File: config.mk
export PLATFORM = sky130hd
export DESIGN_NAME = prng_rewind
export DESIGN_NICKNAME = d
export VERILOG_FILES = /design/src/rtl/prng_pkg.sv /design/src/rtl/prng_undo_shift.sv /design/src/rtl/prng_rewind.sv
export SDC_FILE = /design/constraint.sdc
export NUM_CORES = 1
export LEC_CHECK = 0
export CAP_MARGIN = 40
export CORE_MARGIN = 5
export CORE_UTILIZATION = 53
export CTS_BUF_LIST = sky130_fd_sc_hd__clkbuf_4
export DETAILED_ROUTE_END_ITERATION = 10
export PLACE_DENSITY = 0.79
export SETUP_SLACK_MARGIN = 0.15
export SLEW_MARGIN = 20
export SYNTH_ARGS = -nofsm -noshare
export SYNTH_HDL_FRONTEND = slang
export SYNTH_SLANG_ARGS = --single-unit
File: constraint.sdc
create_clock -name clk -period 2.6 [get_ports clk]
set_input_delay 0.78 -clock clk [delete_from_list [all_inputs] [get_ports clk]]
set_output_delay 0.78 -clock clk [all_outputs]
set_load 0.02 [all_outputs]
File: src/rtl/prng_pkg.sv
// Shared constants, state/phase enums and iteration-count helper for the
// xorshift rewind engine.
package prng_pkg;

  localparam int unsigned DEF_SHL_A = 7;
  localparam int unsigned DEF_SHR_B = 9;
  localparam int unsigned DEF_SHL_C = 8;

  typedef enum logic [1:0] {
    ST_IDLE,
    ST_RUN,
    ST_DONE
  } state_e;

  typedef enum logic [1:0] {
    PH_C,
    PH_B,
    PH_A
  } phase_e;

  // Iterations needed to undo x ^= x<<s (or >>s) over n bits.
  function automatic logic [7:0] ceil_div(input int unsigned n, input int unsigned d);
    return 8'((n + d - 1) / d);
  endfunction

endpackage

File: src/rtl/prng_undo_shift.sv
// One fixed-point iteration of an xorshift-phase inverse: y_o = x_i ^ (y_i shifted).
module prng_undo_shift #(
  parameter int unsigned WIDTH = 16
) (
  input  logic [WIDTH-1:0] x_i,
  input  logic [WIDTH-1:0] y_i,
  input  logic [7:0]       shamt_i,
  input  logic             left_i,
  output logic [WIDTH-1:0] y_o
);

  always_comb begin
    y_o = x_i ^ (left_i ? (y_i << shamt_i) : (y_i >> shamt_i));
  end

endmodule

File: src/rtl/prng_rewind.sv
// Rewinds a 3-phase xorshift generator by 'steps' forward steps.
// Optional macro PRNG_REWIND_ZERO_CHK_EN: reject start with seed==0 and pulse err.
module prng_rewind
  import prng_pkg::*;
#(
  parameter int unsigned WIDTH = 16,
  parameter int unsigned SHL_A = DEF_SHL_A,
  parameter int unsigned SHR_B = DEF_SHR_B,
  parameter int unsigned SHL_C = DEF_SHL_C
) (
  input  logic             clk,
  input  logic             rst,
  input  logic             start,
  input  logic [WIDTH-1:0] seed,
  input  logic [7:0]       steps,
  output logic             busy,
  output logic             done,
  output logic [WIDTH-1:0] result,
  output logic             err
);

  localparam logic [7:0] LAST_A = ceil_div(WIDTH, SHL_A) - 8'd1;
  localparam logic [7:0] LAST_B = ceil_div(WIDTH, SHR_B) - 8'd1;
  localparam logic [7:0] LAST_C = ceil_div(WIDTH, SHL_C) - 8'd1;

  state_e           state_q, state_d;
  phase_e           phase_q, phase_d;
  logic [7:0]       iter_q, iter_d;
  logic [7:0]       rem_q, rem_d;
  logic [WIDTH-1:0] x_q, x_d;
  logic [WIDTH-1:0] y_q, y_d;
  logic [WIDTH-1:0] result_q, result_d;
  logic             done_q, done_d;

  logic [7:0]       shamt;
  logic             left;
  logic [7:0]       last_iter;
  logic [WIDTH-1:0] y_new;
  logic             accept;

`ifdef PRNG_REWIND_ZERO_CHK_EN
  logic err_q;

  assign accept = start && (seed != '0);

  always_ff @(posedge clk or posedge rst) begin
    if (rst) err_q <= 1'b0;
    else     err_q <= (state_q == ST_IDLE) && start && (seed == '0);
  end

  assign err = err_q;
`else
  assign accept = start;
  assign err    = 1'b0;
`endif

  always_comb begin
    shamt     = 8'(SHL_C);
    left      = 1'b1;
    last_iter = LAST_C;
    case (phase_q)
      PH_C: begin
        shamt     = 8'(SHL_C);
        left      = 1'b1;
        last_iter = LAST_C;
      end
      PH_B: begin
        shamt     = 8'(SHR_B);
        left      = 1'b0;
        last_iter = LAST_B;
      end
      PH_A: begin
        shamt     = 8'(SHL_A);
        left      = 1'b1;
        last_iter = LAST_A;
      end
      default: ;
    endcase
  end

  prng_undo_shift #(.WIDTH(WIDTH)) u_undo (
    .x_i    (x_q),
    .y_i    (y_q),
    .shamt_i(shamt),
    .left_i (left),
    .y_o    (y_new)
  );

  always_comb begin
    state_d  = state_q;
    phase_d  = phase_q;
    iter_d   = iter_q;
    rem_d    = rem_q;
    x_d      = x_q;
    y_d      = y_q;
    result_d = result_q;
    done_d   = 1'b0;
    case (state_q)
      ST_IDLE: begin
        if (accept) begin
          x_d     = seed;
          y_d     = '0;
          rem_d   = steps;
          phase_d = PH_C;
          iter_d  = '0;
          state_d = (steps == '0) ? ST_DONE : ST_RUN;
        end
      end
      ST_RUN: begin
        if (iter_q == last_iter) begin
          // Converged phase output becomes the next phase's input; y restarts at 0.
          iter_d = '0;
          y_d    = '0;
          x_d    = y_new;
          case (phase_q)
            PH_C: phase_d = PH_B;
            PH_B: phase_d = PH_A;
            default: begin
              phase_d = PH_C;
              rem_d   = rem_q - 8'd1;
              if (rem_q == 8'd1) state_d = ST_DONE;
            end
          endcase
        end else begin
          iter_d = iter_q + 8'd1;
          y_d    = y_new;
        end
      end
      ST_DONE: begin
        result_d = x_q;
        done_d   = 1'b1;
        state_d  = ST_IDLE;
      end
      default: state_d = ST_IDLE;
    endcase
  end

  always_ff @(posedge clk or posedge rst) begin
    if (rst) begin
      state_q  <= ST_IDLE;
      phase_q  <= PH_C;
      iter_q   <= '0;
      rem_q    <= '0;
      x_q      <= '0;
      y_q      <= '0;
      result_q <= '0;
      done_q   <= 1'b0;
    end else begin
      state_q  <= state_d;
      phase_q  <= phase_d;
      iter_q   <= iter_d;
      rem_q    <= rem_d;
      x_q      <= x_d;
      y_q      <= y_d;
      result_q <= result_d;
      done_q   <= done_d;
    end
  end

  assign busy   = (state_q != ST_IDLE);
  assign done   = done_q;
  assign result = result_q;

endmodule
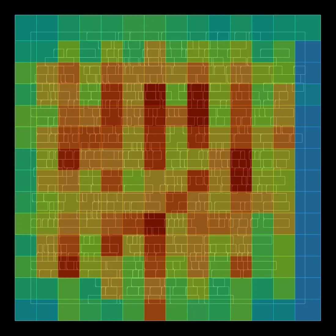
*Congestion heat map, run 1*
drt wl/cell: 18.45 um
Core Util, Final: 64.20%
M3 GR Usage: 5.929%
grt peak-use layer: met2

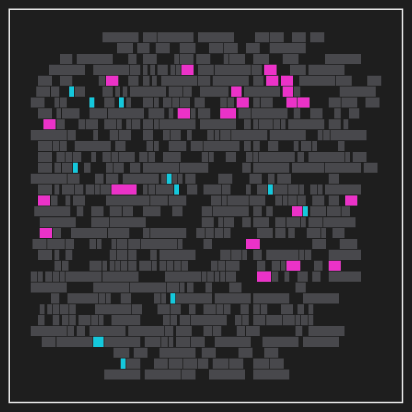
*Logic cells by family, run 1*
(4 px per um)
cyan -> inverters  # cells 11
magenta -> AND-OR and OR-AND gates  # cells 22
most numerous logic cell after layout: dfrtp_1
combinational share of cell area: 45.39%
final std cells w/o fill: 587

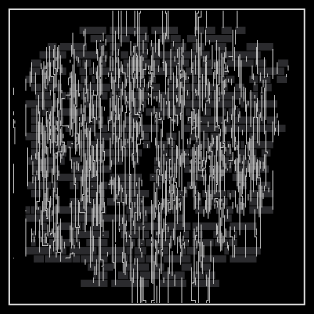
*M2 wires, run 1*
(3 px per um)
main direction = vertical
nets with wire on the layer = 436
share of all routed wire = 49%

==> impl_metrics.py, run 1 <==
# Physical implementation metrics
metrics = {
    "run_status": {
        "status": "complete, no violations",
    },
    "worst_hold_path": {
        "hold_path_depth": 2,
        "hold_end": "result[15]",
        "hp-start": "result[15]",
    },
    "sta": {
        "setup_viol": 0,
        "rsz0062_at_grt": "true",
        "maxSlewViolCount": 0,
        "hold_ws_ns": 0.4940,
        "worst_slew_pin_slew_ns": 0.7937,
        "setup_tns_ns": 0,
        "layout_min_cycle_time_ns": 2.340,
    },
    "global_route": {
        "grt_pass1_wl_mm": 18.14,
        "grt_pass1_vias": 3658,
        "overflow": 0,
    },
    "setup_path": {
        "cp.required_ns": 1.82,
        "worstPathArrival_ns": 1.56,
        "reg2regPathDepth": 6,
        "r2r-start": "phase_q[0]",
        "path_cells": "or2_2 -> dlygate4sd2_1",
        "r2r_slack_ns": 0.29,
        "worstSetupPathType": "flip-flop to primary output",
    },
    "route": {
        "vias_per_cell": 6.101,
        "initialDrtViolationCount": 198,
        "drt_wl_total_mm": 10.83,
    },
    "synthesis": {
        "ys_seq_share_pct": 42.14,
        "ys_ff": 69,
        "async_reset_ff_share_pct": 100.0,
        "synth-cells-yosys": 429,
        "synth_area_leader_cell": "dfrtp_1",
        "top_cell_area_share_pct": 42.14,
        "flop_cell": "dfrtp_1",
    },
    "pwr": {
        "p_leak_uw": 0.002103,
        "p_seq_uw": 1960,
        "p_clk_share_pct": 10.9,
        "peakVddDrop_uv": 611.5,
    },
    "clock_network": {
        "cts_tree": "done",
        "insertion_delay_ns": 0.43,
        "hold_buffers": 0,
        "h-tree-depth": 3,
    },
    "cells_and_area": {
        "syn_to_final_growth_pct": 19.82,
    },
    "floorplan": {
        "die_w_um": 97.93,
        "dieArea_um2": 9590,
        "num_rows": 32,
        "io_pins": 46,
        "core_util_floorplan_pct": 53.58,
    },
    "place": {
        "dpl-instance-area_um2": 4767,
        "gp_congestion": 0.9866,
    },
    "flow_run": {
        "maxCapViolCount": 0,
    },
}
[run 1: layer usage]
| layer | wire [um] | GRT usage (%) |
|---|---|---|
| met1 | 4689 | 29.94 |
| met2 | 5271 | 39.16 |
| met3 | 625 | 5.929 |
| met5 | 0 | 0 |
| met4 | 246 | 7.242 |
[run 1: worst max-delay path: cells and delay by family (launching register included)]
family                 cells  cell delay (ns)
flip-flops                 1             0.48
AND/OR/NAND/NOR            1             0.34
buffers and inverters      1             0.33
[run 1: flip-flops by register name, summed over array words and instances (netlist names)]
| name | cells |
|---|---|
| phase_q | 2 |
| x_q | 16 |
| y_q | 16 |
| state_q | 2 |
| iter_q | 8 |
| done | 1 |
| rem_q | 8 |
| result | 16 |
[run 1: layout make-up]
cell class / instances / area, um2 / area share (%)
timing repair buffer: 67 / 649.4 / 13.23
clock inverter: 6 / 65.06 / 1.325
sequential: 69 / 1727 / 35.17
inverter: 11 / 45.04 / 0.9174
tap: 102 / 127.6 / 2.599
multi-input combinational: 323 / 2228 / 45.39
clock buffer: 9 / 67.56 / 1.376
[run 1: how the worst max path moves through the flow]
stage	from	slack, ns	end
floorplan	phase_q[0]	0.42	x_q[8]
global placement	start	0.24	x_q[6]
detailed placement	start	0.17	x_q[5]
CTS	state_q[1]	0.24	busy
global route	phase_q[0]	0.1	x_q[15]
finish	state_q[1]	0.26	busy
[run 1: cells by family after synthesis]
| group | share of synthesized area (%) |
|---|---|
| simple gates | 16.82 |
| compound gates | 20.34 |
| flops | 42.14 |
| buf+inv | 3.847 |
| mux | 10.17 |
| xor+xnor | 3.847 |
| fa+ha+maj | 2.748 |
| other cells | 0.09152 |
[run 1: what timing repair did]
action	CTS	global route
cloned	0	0
pin swaps	0	1
setup buffers	0	0
gates resized	1	2
endpoints found under the setup margin	1	10
## Run 2: what changed since run 1
- CORE_UTILIZATION: 53 -> 55
- PLACE_DENSITY: 0.79 -> 0.78
- clock period: 2.6 -> 3 ns (I/O delays scaled with it)
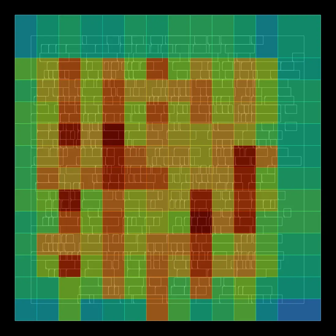
*Congestion heat map, run 2*
grt met1 use: 32.32%
Core Util, Final: 66.98%
All-Layer GR Usage: 24.42%
M3 GR Usage: 5.629%

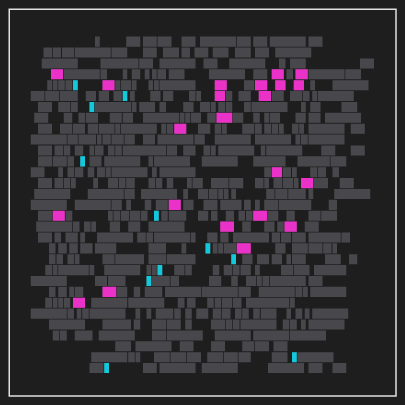
*Logic cells by family, run 2*
(4 px per um)
final std cells w/o fill: 577
combinational share of cell area: 45.63%

==> impl_metrics.py, run 2 <==
# Physical implementation metrics
metrics = {
    "route": {
        "highest_layer": "met4",
        "initialDrtViolationCount": 207,
        "drt-met1-wl_mm": 4.530,
        "vias_per_cell": 6.094,
        "drt_wl_total_mm": 10.48,
    },
    "pwr": {
        "peakVddDrop_uv": 475.2,
    },
    "synthesis": {
        "top_cell_area_share_pct": 42.14,
        "mux_area_share_pct": 10.17,
    },
    "global_route": {
        "grt_pass1_wl_mm": 17.12,
        "grtUsageMet2_pct": 39.28,
    },
    "clock_network": {
        "insertion_delay_ns": 0.42,
        "cts.repair.resized": 0,
    },
    "cells_and_area": {
        "syn_to_final_growth_pct": 18.56,
        "lay_top_count": "dfrtp_1",
    },
    "sta": {
        "maxSlewViolCount": 0,
        "rsz0062_at_grt": "false",
        "setup_viol": 0,
    },
    "floorplan": {
        "num_rows": 31,
        "io_pins": 46,
        "die_w_um": 96.32,
    },
    "flow_run": {
        "maxCapViolCount": 0,
    },
    "place": {
        "gp_congestion": 0.9835,
    },
    "run_status": {
        "status": "complete, no violations",
    },
    "setup_path": {
        "worstPathArrival_ns": 1.84,
    },
}
==> run 2: metrics by stage <==
stage               utilization (%)  std cells
CTS                           66.97        577
finish                        66.98        577
global placement              64.79        561
floorplan                         -        429
detailed placement            64.79        561
global route                  66.98        577
==> run 2: path summary, 6_finish.rpt <==
kind	startpoint	end	slack [ns]	cells after the start
setup / recovery	state_q[0]	busy	0.26	2
hold / removal	result[15]	result[15]	0.51	2
setup reg to reg	phase_q[0]	y_q[7]	0.40	7
hold reg to reg	result[15]	result[15]	0.51	2
max in group asynchronous	rst	state_q[0]	1.66	3
min in group asynchronous	rst	result[15]	0.82	2
==> run 2: cell families (layout without fill, tap and decap cells) <==
group | Yosys count | in the layout
compound gates | 124 | 124
xor+xnor | 18 | 18
fa+ha+maj | 9 | 9
buf+inv | 37 | 86
flops | 69 | 69
mux | 33 | 33
other cells | 1 | 1
simple gates | 138 | 138
==> run 2: power breakdown <==
group | leakage, uW | internal, uW | switching, uW | total, uW
combinational | 0.00112 | 1350 | 1710 | 3060
sequential | 0.000877 | 1320 | 390 | 1710
clock | 0.0000833 | 333 | 342 | 676
total | 0.00208 | 3000 | 2440 | 5440
==> run 2: area by class of cell <==
cell class | instances | area [um2]
Fill cell | 591 | 2395
Tap cell | 99 | 123.9
Inverter | 11 | 41.29
Multi-Input combinational cell | 323 | 2217
Sequential cell | 69 | 1728
Clock inverter | 7 | 90.09
Clock buffer | 9 | 67.56
Timing Repair Buffer | 59 | 590.6
==> run 2: worst reg2reg max path: stages (launching register included) <==
cell and delay (ns):
dfrtp_1 0.42, inv_1 0.12, ha_1 0.26, nor3b_2 0.27, o211a_2 0.49, nand2b_1 0.58, buf_4 0.26, o21ai_0 0.09
Power is estimated from default activity; no workload was simulated.
